### src/rtl/obstacle_gen.sv
// Ten-slot scrolling obstacle field with LFSR-placed spawns; outputs registered, updates visible one cycle after frame_tick.
// No backpressure: state advances only on running frame_tick, a spawn with no free slot is dropped and flagged.
module obstacle_gen #(
    parameter int          SCROLL_SPEED   = 2,
    parameter int          SPAWN_INTERVAL = 90,
    parameter int          OBS_W          = 40,
    parameter int          OBS_H          = 40,
    parameter int          SPAWN_X        = 640,
    parameter logic [15:0] LFSR_SEED      = 16'hACE1
) (
    input  logic         clk,
    input  logic         rst_n,
    input  logic         frame_tick,
    input  logic [1:0]   gamemode,
    output logic [199:0] obstacle_x,
    output logic [179:0] obstacle_y,
    output logic [3:0]   obstacle_count,
    output logic         spawn_drop
);

    localparam int NSLOT = 10;
    localparam int CNT_W = (SPAWN_INTERVAL > 1) ? $clog2(SPAWN_INTERVAL) : 1;
    localparam logic [CNT_W-1:0] CNT_LAST = CNT_W'(SPAWN_INTERVAL - 1);
    localparam logic [9:0] SPEED_X = 10'(SCROLL_SPEED);
    localparam logic [9:0] SPAWN_L = 10'(SPAWN_X);
    localparam logic [9:0] SPAWN_R = 10'(SPAWN_X + OBS_W);
    localparam logic [8:0] OBS_H9  = 9'(OBS_H);

    logic [9:0]       left_q  [NSLOT];
    logic [9:0]       left_d  [NSLOT];
    logic [9:0]       right_q [NSLOT];
    logic [9:0]       right_d [NSLOT];
    logic [8:0]       top_q   [NSLOT];
    logic [8:0]       top_d   [NSLOT];
    logic [8:0]       bot_q   [NSLOT];
    logic [8:0]       bot_d   [NSLOT];
    logic [CNT_W-1:0] cnt_q, cnt_d;
    logic [15:0]      lfsr_q, lfsr_d;
    logic [3:0]       count_q, count_d;
    logic             drop_q, drop_d;

    logic [15:0] lfsr_next;
    logic [8:0]  rnd_n, rnd_c, spawn_top;
    logic        free_found;
    logic [3:0]  free_idx;
    logic        do_spawn;

    always_comb begin
        lfsr_next = {1'b0, lfsr_q[15:1]} ^ (lfsr_q[0] ? 16'hB400 : 16'h0000);
        rnd_n     = lfsr_next[8:0];
        // Fold the upper values down so every obstacle stays inside the playfield.
        rnd_c     = (rnd_n < 9'd388) ? rnd_n : (rnd_n - 9'd256);
        spawn_top = 9'd32 + rnd_c;
    end

    always_comb begin
        left_d     = left_q;
        right_d    = right_q;
        top_d      = top_q;
        bot_d      = bot_q;
        cnt_d      = cnt_q;
        lfsr_d     = lfsr_q;
        drop_d     = 1'b0;
        free_found = 1'b0;
        free_idx   = '0;
        do_spawn   = 1'b0;
        count_d    = '0;

        if (gamemode == 2'b00) begin
            for (int i = 0; i < NSLOT; i++) begin
                left_d[i]  = '0;
                right_d[i] = '0;
                top_d[i]   = '0;
                bot_d[i]   = '0;
            end
            cnt_d = '0;
        end else if (gamemode == 2'b01 && frame_tick) begin
            // Free slot is chosen from the pre-scroll view so freshly expired slots wait a tick.
            for (int i = 0; i < NSLOT; i++) begin
                if (!free_found && right_q[i] == 10'd0) begin
                    free_found = 1'b1;
                    free_idx   = 4'(i);
                end
            end
            for (int i = 0; i < NSLOT; i++) begin
                if (right_q[i] != 10'd0) begin
                    if (right_q[i] <= SPEED_X) begin
                        left_d[i]  = '0;
                        right_d[i] = '0;
                        top_d[i]   = '0;
                        bot_d[i]   = '0;
                    end else begin
                        right_d[i] = right_q[i] - SPEED_X;
                        left_d[i]  = (left_q[i] >= SPEED_X) ? (left_q[i] - SPEED_X) : 10'd0;
                    end
                end
            end
            lfsr_d = lfsr_next;
            if (cnt_q == CNT_LAST) begin
                cnt_d    = '0;
                do_spawn = free_found;
                drop_d   = !free_found;
            end else begin
                cnt_d = cnt_q + CNT_W'(1);
            end
            for (int i = 0; i < NSLOT; i++) begin
                if (do_spawn && free_idx == 4'(i)) begin
                    left_d[i]  = SPAWN_L;
                    right_d[i] = SPAWN_R;
                    top_d[i]   = spawn_top;
                    bot_d[i]   = spawn_top + OBS_H9;
                end
            end
        end

        for (int i = 0; i < NSLOT; i++) begin
            count_d = count_d + 4'(right_d[i] != 10'd0);
        end
    end

    always_ff @(posedge clk) begin
        if (!rst_n) begin
            for (int i = 0; i < NSLOT; i++) begin
                left_q[i]  <= '0;
                right_q[i] <= '0;
                top_q[i]   <= '0;
                bot_q[i]   <= '0;
            end
            cnt_q   <= '0;
            lfsr_q  <= LFSR_SEED;
            count_q <= '0;
            drop_q  <= 1'b0;
        end else begin
            left_q  <= left_d;
            right_q <= right_d;
            top_q   <= top_d;
            bot_q   <= bot_d;
            cnt_q   <= cnt_d;
            lfsr_q  <= lfsr_d;
            count_q <= count_d;
            drop_q  <= drop_d;
        end
    end

    always_comb begin
        obstacle_x = '0;
        obstacle_y = '0;
        for (int i = 0; i < NSLOT; i++) begin
            obstacle_x[i*20 +: 10]    = left_q[i];
            obstacle_x[i*20+10 +: 10] = right_q[i];
            obstacle_y[i*18 +: 9]     = top_q[i];
            obstacle_y[i*18+9 +: 9]   = bot_q[i];
        end
        obstacle_count = count_q;
        spawn_drop     = drop_q;
    end

endmodule

### config.mk
export PLATFORM = sky130hd
export DESIGN_NAME = obstacle_gen
export DESIGN_NICKNAME = d
export VERILOG_FILES = /design/src/rtl/obstacle_gen.sv
export SDC_FILE = /design/constraint.sdc
export NUM_CORES = 1
export LEC_CHECK = 0
export CAP_MARGIN = 40
export CORE_MARGIN = 1.5
export CORE_UTILIZATION = 45
export DETAILED_ROUTE_END_ITERATION = 10
export GPL_TIMING_DRIVEN = 0
export HOLD_SLACK_MARGIN = 0.15
export PLACE_DENSITY = 0.75
export SETUP_SLACK_MARGIN = 0.2
export SLEW_MARGIN = 20
export SYNTH_ARGS = -nofsm -noshare
export SYNTH_HDL_FRONTEND = slang
export SYNTH_SLANG_ARGS = --single-unit
### constraint.sdc
create_clock -name clk -period 5.3 [get_ports clk]
set_input_delay 1.325 -clock clk [delete_from_list [all_inputs] [get_ports clk]]
set_output_delay 1.325 -clock clk [all_outputs]
set_load 0.03 [all_outputs]
placement_by_type.png
Fill, decap, tap and diode cells in gray.
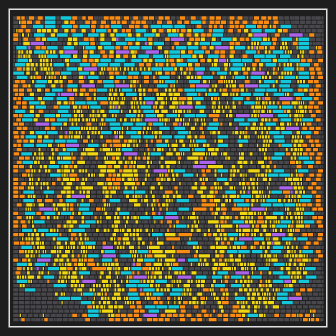
Key: clock drivers and dummy loads = purple [cells 68, share of their area 5.1%]; remaining buffers and delay cells = orange [cells 612, share of their area 23%]; combinational and other logic = yellow [cells 1668, share of their area 42%]; sequential cells = cyan [cells 368, share of their area 30%]
flop share of the area: 0.295
Post-Layout Inst Area: 0.0252 sq mm
Core Rows: 72
core area: 0.0389 sq mm
post-layout util: 0.646

placement.png
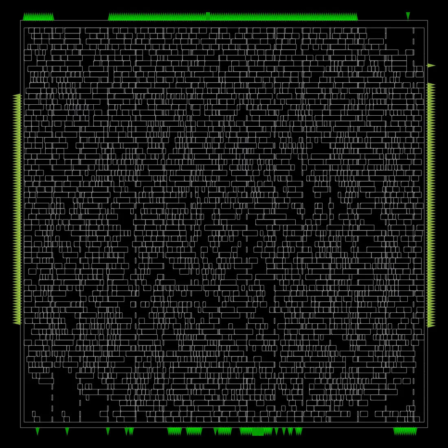
filler cell count: 3403
Tapcell Cnt: 518

sizes.png
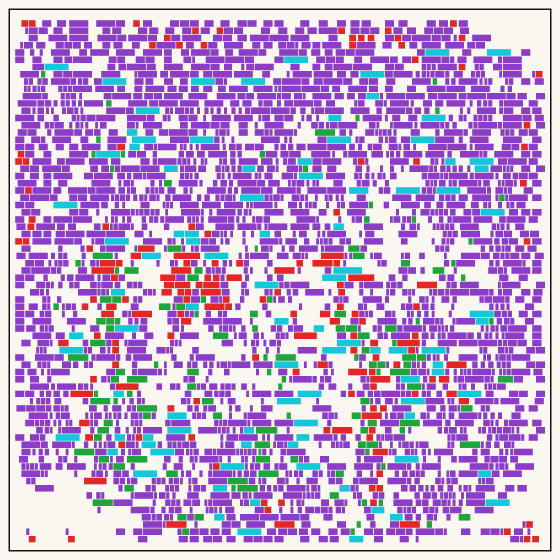
Key: _3 and _4 cells = red [cells 160, share 5.9%, most used buf_4]; _0 and _1 cells = purple [cells 2332, share 86%, most used clkdlybuf4s50_1]; _2 cells = green [cells 130, share 4.8%, most used dfxtp_2]; _6 and larger = cyan [cells 94, share 3.5%, most used clkbuf_16]
Layout area overhead: 40.8%
final setup margin: 0.126 ns

io_fan.png
Bar = 50 um.
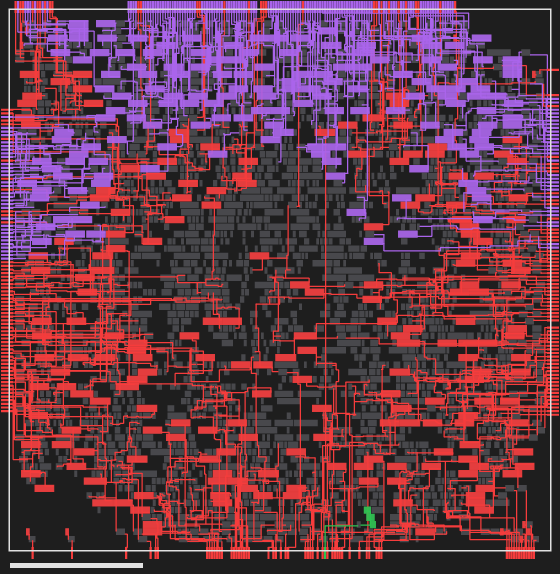
Key: obstacle_x = red [bits 200, direction output, end cells 200, buffers 203, wire 13800 um]; obstacle_y = purple [bits 180, direction output, end cells 150, buffers 210, wire 6990 um]; frame_tick = green [bits 1, direction input, end cells 3, buffers 1, wire 32.0 um]
port buffer count: 378
# IOs: 390

==> flow_summary.json <==
{
  "outcome": "finished clean",
  "cts_resized": 154,
  "largest_register_ffs": 190,
  "worstPathMaxFanout": 6,
  "antenna_found_initial": 2,
  "synth_seq_share": 0.412,
  "r2r_cells": 18,
  "post_dp_cell_area_sq_mm": 0.0226,
  "power-top-group": "sequential cells",
  "met3_length_um": 7880,
  "total_power_w": 0.00622,
  "place_ws_ns": -1.83,
  "cp_data_required_time_ns": 5.74,
  "dp.cells": 3099,
  "avgSynthCellArea_sq_um": 8.19,
  "nClkBuffers": 58,
  "clkCellAreaFrac": 0.0496,
  "cts_setup_buffers": 42,
  "seqPwrFrac": 0.451,
  "drcViolationCount": 0,
  "crit_arrival_ns": 5.61,
  "end_kind": "register",
  "critPathKind": "in2reg",
  "slew_violations": 0,
  "finalCriticalPeriod_ns": 5.17,
  "tightestPinTransition_ns": 0.950,
  "drv_cap": 0,
  "comb_cells": 1600,
  "drt-wirelength-per-cell_um": 24.2,
  "gr-total-overflow": 0,
  "syn_area_sq_mm": 0.0179,
  "rsz0062_at_grt": "true",
  "top_cell": "dfxtp_1",
  "nets": 2732,
  "routed.top_layer": "met4",
  "p_clk_w": 0.00275,
  "yosysChipArea_sq_mm": 0.0179,
  "finalHoldViolCount": 0
}
## kinds of logic after synthesis
| family | after synthesis | synth area share |
|---|---|---|
| flops | 368 | 0.412 |
| buf+inv | 222 | 0.0581 |
| mux | 4 | 0.00224 |
| compound gates | 645 | 0.237 |
| fa+ha+maj | 37 | 0.0284 |
| other cells | 1 | 0.000210 |
| xor+xnor | 32 | 0.0157 |
| simple gates | 872 | 0.246 |
## worst min-delay path: stages (launching register included)
cell and delay (ns):
dfxtp_1 0.31, nand3_1 0.06, nand2_1 0.04
## placed cells by master, fill, tap and decap left out, drive strengths merged, types with 84 or more instances in the layout
cell	synthesis	layout
dfxtp	368	368
nand2	209	209
a21oi	180	180
nor3	84	84
nor2	229	229
o21ai	150	150
clkbuf	79	132
clkdlybuf4s50	0	375
nand3	94	94
buf	75	163
Power figures rest on the tool's default switching activity, not on a simulated workload.
